### The metal 3 layer, run 1

Scale bar: 20 um.
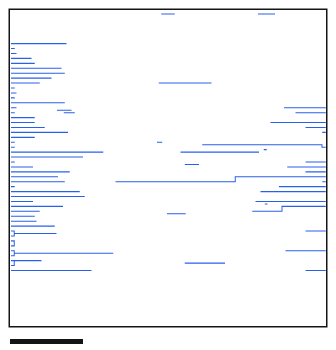
### Routed metal, one colour a layer, run 1

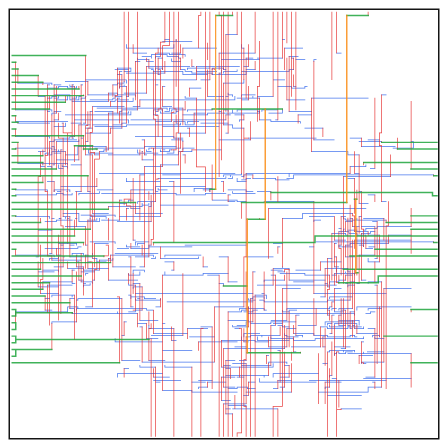
### Layout detail, run 1

Region (24, 6) to (64, 46) um. Cells in grey, sequential cells in the stronger grey; small squares are vias.
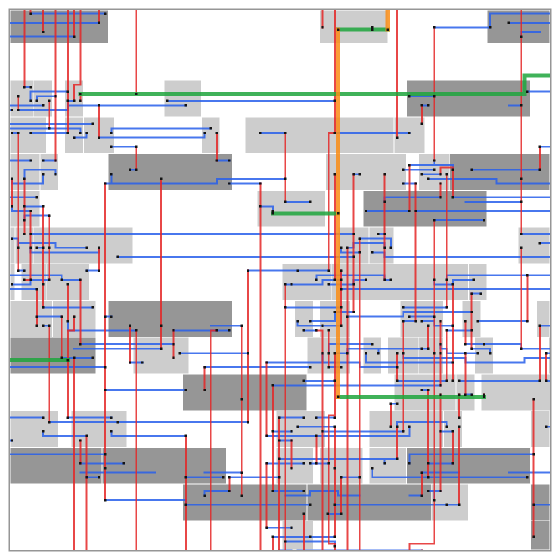
Design id_ex_stage, sky130hd; sources not shown.
==> flow_summary.yaml, run 1 <==
# yosys + openroad results
finish:
  postLayoutCoreUtil_pct: 44.7
  final.clkbuf_count: 7
  fraction_of_layout_instances_using_a_drive_strength_above_1_pct: 11.4
  multiInputGateArea_mm2: 0.00127
  finish.cell_count_without_fillers: 320
  nonClkBufAreaFrac_pct: 3.93
  comb_area_share_pct: 48.5
  flop_area_mm2: 0.00103
  mostFrequentLayoutCells: "dfrtp_1, nand2_1, nor2_1, xnor2_1, a31oi_1"
  fin_nets: 307
floorplan:
  chip_area_mm2: 0.00759
  design.core.area_mm2: 0.00585
  tapcell_count: 75
  ioPinCount: 108
pwr:
  total_power_mw: 1.78
  seq_power_share_pct: 49.1
  power_per_cell_area_mw_per_mm2: 682
  peakVddDrop_mv: 0.239
  clockNetworkPower_mw: 0.562
global_route:
  number_of_global_route_vias_before_repair: 1992
  grt_start_max_net_pins: 32
  globalRoute.totalOverflow: 0
yosys:
  syn_nets: 302
  synthTopCellsByArea: "dfrtp_1, a221o_1, xnor2_1, o211ai_1, a31oi_1"
  synthXorXnorAreaFrac_pct: 8.46
  synthArstFlopShare_pct: 100
  synth-simple-area-share_pct: 20.6
  synth_area_per_cell_um2: 9.96
  netlist_instances: 239
routing:
  met1_length_um: 2550
  drt_first_pass_iters: 4
sta:
  fin_crit_sh_pct: 85.9
  worst_slew_margin_rel_pct: 63.0
  worst_pin_slew_ns: 0.553
outcome:
  status: "complete, no violations"
clock_tree:
  tritoncts: "built"
  clk_path_buf_depth: 2
setup_path:
  worst_path_largest_cell_delay_ns: 0.53
  critical_path.cell_chain: "nand4_1 -> nor4_2 -> nand2_1 -> nand2_2 -> mux2_4"
place:
  preCtsSetupSlack_ns: 0.400
hold_path:
  hold_path_class: "primary input to flip-flop"
Back to the opening pictures, 'The metal 3 layer':
The wires run mostly horizontal. The layer carries 721 um of wire. 66 nets have wire on it. The layer holds 11% of the routed length.
total via count in the routed design: 1874
total length of routed wires: 6300 um
GR Layer Usage met3: 8.51%

Back to the opening pictures, 'Routed metal, one colour a layer':
Orange marks met4, wire length 138 um. Red marks met2, wire length 2890 um. Green marks met3, wire length 721 um. Blue marks met1, wire length 2550 um.
overall global routing resource usage: 17.0%
Routed wire per std cell: 19.7 um

Back to the opening pictures, 'Layout detail':
Orange marks met4. Red marks met2. Blue marks met1. Green marks met3.
Sequential cells in the window: 14. Most frequent: dfrtp_1 (14), nor2_1 (6), nand2_1 (6). 67 logic cells have their middle in the window.

### Clock distribution, run 1

Scale bar: 20 um.
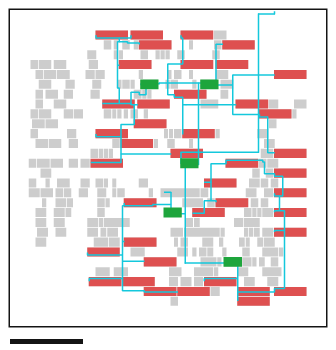

--- run 2 (diff from run 1) ---
--- a/config.mk
+++ b/config.mk
@@ -6,10 +6,11 @@
 export NUM_CORES = 1
 export LEC_CHECK = 0
 export CORE_MARGIN = 5
-export CORE_UTILIZATION = 40
+export CORE_UTILIZATION = 62
 export DETAILED_ROUTE_END_ITERATION = 10
 export DONT_BUFFER_PORTS = 1
 export GPL_ROUTABILITY_DRIVEN = 0
+export PLACE_DENSITY = 0.78
 export SLEW_MARGIN = 20
 export SYNTH_ARGS = -nofsm -noshare
 export SYNTH_HDL_FRONTEND = slang
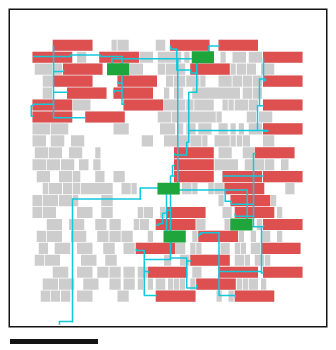
*Clock distribution, run 2*
Scale bar: 20 um.
Red marks flip-flops, count 41. Cyan marks clock wires, length 473 um. Green marks cells driving clock nets, count 5.
Position of the flops: spread over the die. There are 6 routed clock nets.
clock latency on the worst-skew pair: 0.30 ns
part of the power in the clock network: 29.5%
Clock Power: 0.510 mW

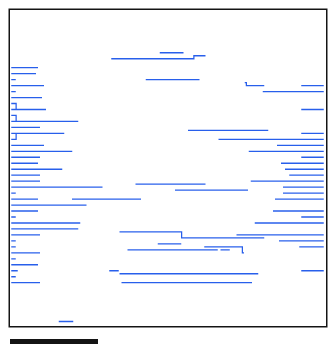
*The metal 3 layer, run 2*
Scale bar: 20 um.
68 nets have wire on it. The longest straight run is 31.3 um.
total via count in the routed design: 1877
total length of routed wires: 5550 um
GR Layer Usage met3: 8.17%

==> run 2 against run 1 <==
Net effect: global-route usage rose by 5.0 points; sequential share of layout area up 1.6 points; synthesized cell count stayed put; wire length is 12% lower; die size decreased by 32%; non-clock buffer count down 6; critical path depth stayed put; sequential power decreased by 0.6%; worst hold slack got worse by 0.010 ns; combinational power barely moved; critical path type unchanged.
==> flow_summary.yaml, run 2 <==
# yosys + openroad results
finish:
  fraction_of_layout_instances_using_a_drive_strength_above_1_pct: 10.9
  stdcell_area_mm2: 0.00251
  multiInputGateArea_mm2: 0.00127
  postLayoutCoreUtil_pct: 68.1
  mostFrequentLayoutCells: "dfrtp_1, nand2_1, nor2_1, xnor2_1, a31oi_1"
  fin_nets: 301
  comb_area_share_pct: 50.4
  final.clkbuf_count: 5
  finish.cell_count_without_fillers: 286
  area_growth_from_synthesis_to_layout_pct: 5.52
  lay_top_count: "dfrtp_1"
  seqAreaFraction_pct: 40.9
  area_dominant_class: "logic gates"
  sequential_cell_total: 41
  num-nonclk-inverters: 2
  flop_area_mm2: 0.00103
  nonClkBufAreaFrac_pct: 1.89
  num-nonclk-buffers: 6
clock_tree:
  cts.repair.resized: 0
  hold_bufs_at_cts: 1
  post_cts.repair.setup_buffers: 0
  cts_root_buffer: "clkbuf_8"
  tritoncts: "built"
  clk_path_buf_depth: 2
  cts_buffers: 5
floorplan:
  ioPinCount: 108
  number_of_standard_cell_rows_in_the_floorplan: 22
  floorplanUtilization_pct: 64.5
  design.core.area_mm2: 0.00369
  tapcell_count: 48
  chip_area_mm2: 0.00518
  vertical_die_dimension_um: 72.0
yosys:
  synth-simple-area-share_pct: 20.6
  synthXorXnorAreaFrac_pct: 8.46
  synth_area_per_cell_um2: 9.96
  synthTopCellsByArea: "dfrtp_1, a221o_1, xnor2_1, o211ai_1, a31oi_1"
  syn_nets: 302
  post_synth_ao_oa_area_fraction_pct: 20.5
  synth.cell_area_mm2: 0.00238
  synthArstFlopShare_pct: 100
  edf_count: 0
  yosys_warnings: 0
  netlist_instances: 239
sta:
  worst_slew_margin_rel_pct: 61.2
  drv_slew: 0
  fin_crit_sh_pct: 83.2
  worst_pin_slew_ns: 0.579
  fin_tns_setup_ns: 0
  post-route-worst-setup-slack_ns: 0.421
  hold_viol_final: 0
place:
  preCtsSetupSlack_ns: 0.390
  dp_hpwl_um: 4370
  place_area_mm2: 0.00240
  dp.cells: 278
routing:
  route.detailed.wl_per_inst_um: 19.4
  drt_first_pass_iters: 4
  met1_length_um: 2250
  remaining_drc_errors: 0
global_route:
  number_of_global_route_vias_before_repair: 1864
  grt.met1_usage_pct: 29.7
  gr-usage-all-layers_pct: 21.9
  grt_start_max_net_pins: 42
  globalRoute.totalOverflow: 0
  busiest_layer: "met2"
setup_path:
  worstSetupPathDepth: 5
  critical_path.cell_chain: "nand4_1 -> nor4_2 -> nand2_1 -> nand2_2 -> mux2_4"
  timing.reg2reg.worst_path_depth: 5
  critical_path_class: "flip-flop to flip-flop"
  worst-path-max-fanout: 5
  worst_path_largest_cell_delay_ns: 0.54
pwr:
  power_frac_comb_pct: 20.0
  p_comb_mw: 0.345
  total_power_mw: 1.73
  seq_power_share_pct: 50.5
  peakVddDrop_mv: 0.317
  power_per_cell_area_mw_per_mm2: 687
run:
  tool_warnings: 26
outcome:
  status: "complete, no violations"
hold_path:
  hold_path_class: "primary input to flip-flop"
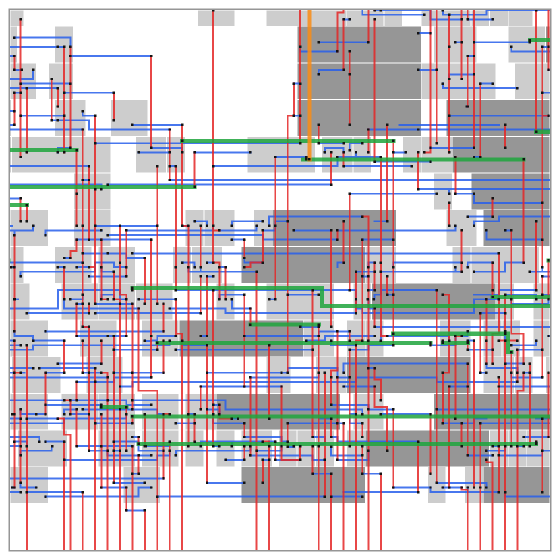
*Layout detail, run 2*
Region (16, 2) to (56, 42) um. Cells in grey, sequential cells in the stronger grey; small squares are vias.

No activity file was given, so power comes from the tool's default toggle rates.
